--- src/rtl/gray_rx.sv ---
// rtl/gray_rx.sv - Gray-code position receiver: synchronize, debounce, decode, track steps.
// Optional saturating jump-error counter built when GRAY_RX_ERRCNT_EN is defined.
module gray_rx #(
    parameter int W          = 10,
    parameter int STABLE_CYC = 4
) (
    input  logic         CLK,
    input  logic         RSTN,
    input  logic [W-1:0] GRAY_IN,
    input  logic         CLR,
    output logic [W-1:0] BIN,
    output logic         VALID,
    output logic         STEP_UP,
    output logic         STEP_DN,
    output logic         ERR,
    output logic [15:0]  POS,
    output logic [7:0]   ERR_CNT
);

    localparam logic [7:0] CNT_MAX = 8'(STABLE_CYC - 1);

    typedef enum logic {INIT, TRACK} state_t;

    logic [W-1:0] r_sync1, r_sync2;
    logic [1:0]   r_fill;
    logic [W-1:0] r_cand, r_last;
    logic         r_cand_ok;
    logic [7:0]   r_cnt;
    state_t       r_state;

    logic [W-1:0] w_new_bin, w_delta;
    logic         w_accept, w_track_acc, w_up, w_dn, w_jump;

    function automatic logic [W-1:0] gray2bin(input logic [W-1:0] g);
        logic [W-1:0] b;
        b[W-1] = g[W-1];
        for (int i = W - 2; i >= 0; i--) b[i] = b[i+1] ^ g[i];
        return b;
    endfunction

    assign w_new_bin   = gray2bin(r_cand);
    assign w_delta     = w_new_bin - BIN;
    assign w_accept    = r_cand_ok && (r_cnt == CNT_MAX) &&
                         ((r_state == INIT) || (r_cand != r_last));
    assign w_track_acc = w_accept && (r_state == TRACK);
    assign w_up        = w_track_acc && (w_delta == W'(1));
    assign w_dn        = w_track_acc && (w_delta == {W{1'b1}});
    assign w_jump      = w_track_acc && !w_up && !w_dn;

    // r_fill marks when the synchronizer output reflects real input rather than reset zeros,
    // so a candidate is never qualified from the reset value of the second stage.
    always_ff @(posedge CLK or negedge RSTN) begin
        if (!RSTN) begin
            r_sync1   <= '0;
            r_sync2   <= '0;
            r_fill    <= '0;
            r_cand    <= '0;
            r_cand_ok <= 1'b0;
            r_cnt     <= '0;
        end else begin
            r_sync1 <= GRAY_IN;
            r_sync2 <= r_sync1;
            r_fill  <= {r_fill[0], 1'b1};
            if (!r_cand_ok || (r_sync2 != r_cand)) begin
                r_cand    <= r_sync2;
                r_cand_ok <= r_fill[1];
                r_cnt     <= '0;
            end else if (r_cnt != CNT_MAX) begin
                r_cnt <= r_cnt + 8'd1;
            end
        end
    end

    always_ff @(posedge CLK or negedge RSTN) begin
        if (!RSTN) begin
            r_state <= INIT;
            r_last  <= '0;
            BIN     <= '0;
            VALID   <= 1'b0;
            STEP_UP <= 1'b0;
            STEP_DN <= 1'b0;
            ERR     <= 1'b0;
            POS     <= '0;
        end else begin
            STEP_UP <= 1'b0;
            STEP_DN <= 1'b0;
            ERR     <= 1'b0;
            if (w_accept) begin
                r_last <= r_cand;
                BIN    <= w_new_bin;
                if (r_state == INIT) begin
                    r_state <= TRACK;
                    VALID   <= 1'b1;
                end
            end
            if (w_up) begin
                STEP_UP <= 1'b1;
                POS     <= POS + 16'd1;
            end else if (w_dn) begin
                STEP_DN <= 1'b1;
                POS     <= POS - 16'd1;
            end else if (w_jump) begin
                ERR <= 1'b1;
            end
            if (CLR) POS <= '0;
        end
    end

`ifdef GRAY_RX_ERRCNT_EN
    logic [7:0] r_err_cnt;

    always_ff @(posedge CLK or negedge RSTN) begin
        if (!RSTN)                               r_err_cnt <= '0;
        else if (CLR)                            r_err_cnt <= '0;
        else if (w_jump && (r_err_cnt != 8'hFF)) r_err_cnt <= r_err_cnt + 8'd1;
    end

    assign ERR_CNT = r_err_cnt;
`else
    assign ERR_CNT = 8'd0;
`endif

endmodule

--- config.mk ---
export PLATFORM = sky130hd
export DESIGN_NAME = gray_rx
export DESIGN_NICKNAME = d
export VERILOG_FILES = /design/src/rtl/gray_rx.sv
export SDC_FILE = /design/constraint.sdc
export NUM_CORES = 1
export LEC_CHECK = 0
export ABC_AREA = 1
export CAP_MARGIN = 20
export CORE_ASPECT_RATIO = 0.9
export CORE_MARGIN = 2
export CORE_UTILIZATION = 25
export CTS_CLUSTER_DIAMETER = 120
export DETAILED_ROUTE_END_ITERATION = 6
export GPL_TIMING_DRIVEN = 0
export SYNTH_ARGS = -nofsm -noshare
export SYNTH_HDL_FRONTEND = slang
export SYNTH_SLANG_ARGS = --single-unit
--- constraint.sdc ---
create_clock -name CLK -period 5.6 [get_ports CLK]
set_clock_uncertainty 0.15 [all_clocks]
set_input_delay 1.12 -clock CLK [delete_from_list [all_inputs] [get_ports CLK]]
set_output_delay 1.12 -clock CLK [all_outputs]
set_load 0.1 [all_outputs]
==> run_results.csv <==
group,metric,value,unit
worst_setup_path,cp.depth,37,
sta,fin_crit,5.09,ns
power,power_switching,1.04,mW
outcome,status,"complete, no violations",
global_routing,grt_most_used_layer,"met1",
worst_setup_path,cp.required,5.72,ns
cells_and_area,layout-drive-gt1-share,15.8,%
logic_synthesis,yosys_area,4590,um2
flow_run,openroad.warnings,29,
routing,drtPass1Iterations,4,
flow_run,drv_cap,0,
placed_design,numPortBuffers,42,
sta,hold_violations,0,
clocking,clock_path_buffers,2,
die,core,18200,um2
clocking,h-tree-depth,3,
power,p_leak,2.70,nW
routing,viasPerCell,4.27,
cells_and_area,n_antenna_cell,0,
logic_synthesis,postSynthAreaPerCell,8.62,um2
routing,met3_length,337,um
power,powerDensity,410,nW/um2
power,seqPwrFrac,28.3,%
cells_and_area,layout.nets,646,
sta,setup_viol,0,
cells_and_area,nFillCells,1894,
sta,tightest_slew,1.01,ns
logic_synthesis,ff_type,"dfrtp_1",
logic_synthesis,yosysTopAreaCell,"dfrtp_1",
placed_design,hpwl,7.50,mm
routing,met1Wirelength,5.34,mm
routing,top_layer_used,"met4",
placed_design,globalplace.congestion,0.857,
power,intPower,1.36,mW
die,die_w,147,um
routing,met2_length,4.47,mm
logic_synthesis,synth_top_area_share,44.1,%
logic_synthesis,edf_count,0,
power,p_sw_share,43.3,%
[flip-flops by register name, indices dropped and copies added, names as in the netlist]
register and flops:
BIN 10, POS 16, r_fill 2, r_last 9, r_sync2 10, STEP_DN 1
r_sync1 10, r_cnt 8, VALID 1, STEP_UP 1, r_state 1, ERR 1
r_cand 10, r_cand_ok 1
[power groups by stage]
stage / registers (mW) / logic (mW) / clock network (mW)
floorplan: 0.948 / 0.588 / 0
global placement: 0.690 / 1.06 / 0
detailed placement: 0.690 / 1.06 / 0
CTS: 0.680 / 1.08 / 0.616
global route: 0.689 / 1.23 / 0.640
finish: 0.680 / 1.13 / 0.600
[kinds of logic (layout without fill, tap and decap cells)]
logic type / Yosys count / after routing / share of synthesized area, %
other cells: 2 / 9 / 0.163
xor+xnor: 30 / 30 / 5.72
simple gates: 225 / 227 / 23.0
fa+ha+maj: 29 / 29 / 8.22
flops: 81 / 81 / 44.1
buf+inv: 85 / 152 / 7.92
compound gates: 80 / 80 / 10.6
mux: 1 / 1 / 0.218
[repair_timing]
item | CTS | global route
gates resized | 8 | 23
gates cloned | 1 | 1
pin swaps | 1 | 6
setup endpoints to repair | 9 | 11
setup buffers | 0 | 8
[metrics by stage]
step                utilization [%]  cell area (um2)  hold WS [ns]  cells
finish                         32.3             5870         0.197    854
global route                   32.3             5870         0.208    854
CTS                            31.4             5700         0.199    845
detailed placement             29.6             5370         0.185    828
global placement               29.4             5350         0.182    827
floorplan                         -             4620         0.181    540
[area by class of cell]
class / count / area (um2) / share of cell area, %
Multi-Input combinational cell: 376 / 2370 / 40.3
Sequential cell: 81 / 2030 / 34.6
Timing Repair Buffer: 51 / 505 / 8.61
Tap cell: 245 / 307 / 5.22
Clock buffer: 11 / 233 / 3.97
Inverter: 59 / 221 / 3.77
Buffer: 26 / 143 / 2.43
Clock inverter: 5 / 63.8 / 1.09
[worst min-delay path by stage]
stage | startpoint | to | slack, ns | cells after the start
after global routing | r_fill[0]$_DFF_PN0_ | r_fill[1]$_DFF_PN0_ | 0.21 | 0
after floorplan | r_fill[0]$_DFF_PN0_ | r_fill[1]$_DFF_PN0_ | 0.18 | 0
after global placement | r_fill[0]$_DFF_PN0_ | r_fill[1]$_DFF_PN0_ | 0.18 | 0
after CTS | r_sync1[0]$_DFF_PN0_ | r_sync2[0]$_DFF_PN0_ | 0.20 | 0
final | r_sync1[9]$_DFF_PN0_ | r_sync2[9]$_DFF_PN0_ | 0.20 | 0
after detailed placement | r_sync1[0]$_DFF_PN0_ | r_sync2[0]$_DFF_PN0_ | 0.18 | 0
[Yosys cell counts (2+ instances only)]
master    count
inv_1        57
xnor2_1      17
or2_2         4
nand2_1     104
nor3_1        6
a21oi_2       3
nand4_1       9
a21oi_1      18
ha_1         27
nand3_1      53
nand2_2       6
nor2_2        4
buf_4         9
or2_1         3
nor2_1       22
o21ai_0      32
buf_2         3
o21ai_2      10
a31oi_1       4
a21o_1        5
xor2_1       13
clkbuf_1     13
nor3b_1       4
nor4_1        2
inv_2         2
fa_1          2
dfrtp_1      81
conb_1        2
nand3b_1      3
Gate families picked out:
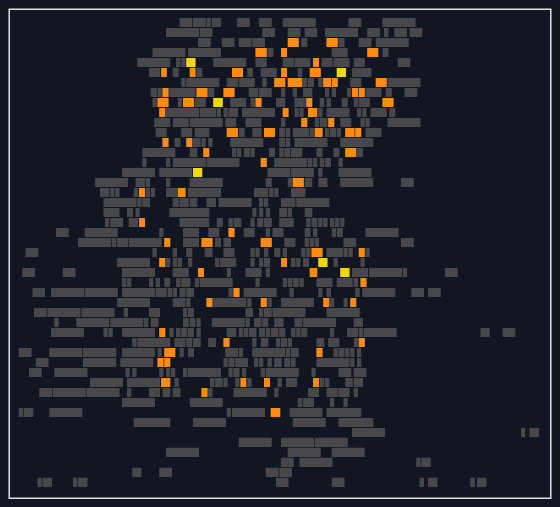
- orange: inverting AOI/OAI gates (cells 74)
- yellow: AND-OR and OR-AND gates (cells 6)

Port wiring:
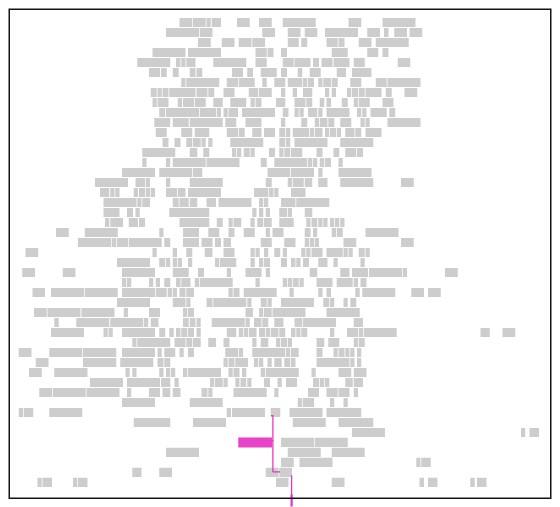
- magenta: `VALID` (bits 1; direction output; edge bottom; end cells 1; buffers 1; wire 23.7 um)

Signal wires by layer:
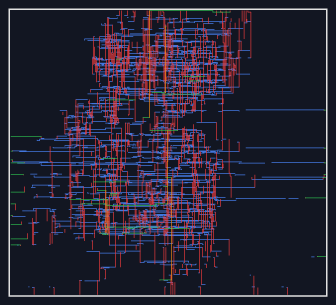
- orange: met4 (wire length 198 um)
- red: met2 (wire length 4470 um)
- blue: met1 (wire length 5340 um)
- green: met3 (wire length 337 um)
final WL: 10.3 mm
All-Layer GR Usage: 11.0%
drt wl/cell: 12.1 um
vias post-DR: 3644

Clock network drawn from the DEF:
The bar under the picture is 50 um long.
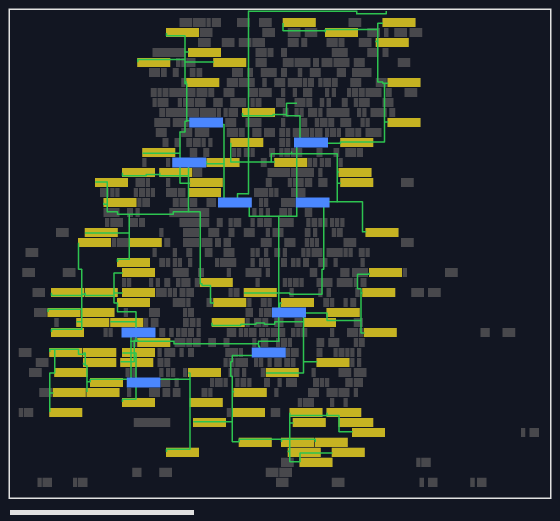
- blue: cells driving clock nets (count 9)
- yellow: flip-flops (count 81)
- green: clock wires (length 1210 um)
- routed clock nets: 10
Clk. pwr: 0.600 mW
Clock Latency Late Sink: 0.33 ns
Clk pwr share: 24.9%

Clock nets:
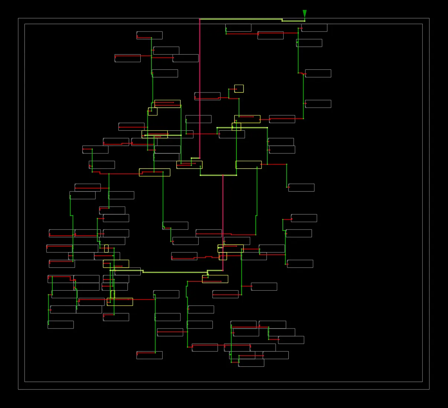
flip-flops: 81
CLK BUF: 11
CTS sink cnt: 81
Num CTS Buffers: 9

Power and IR drop assume default switching activity.
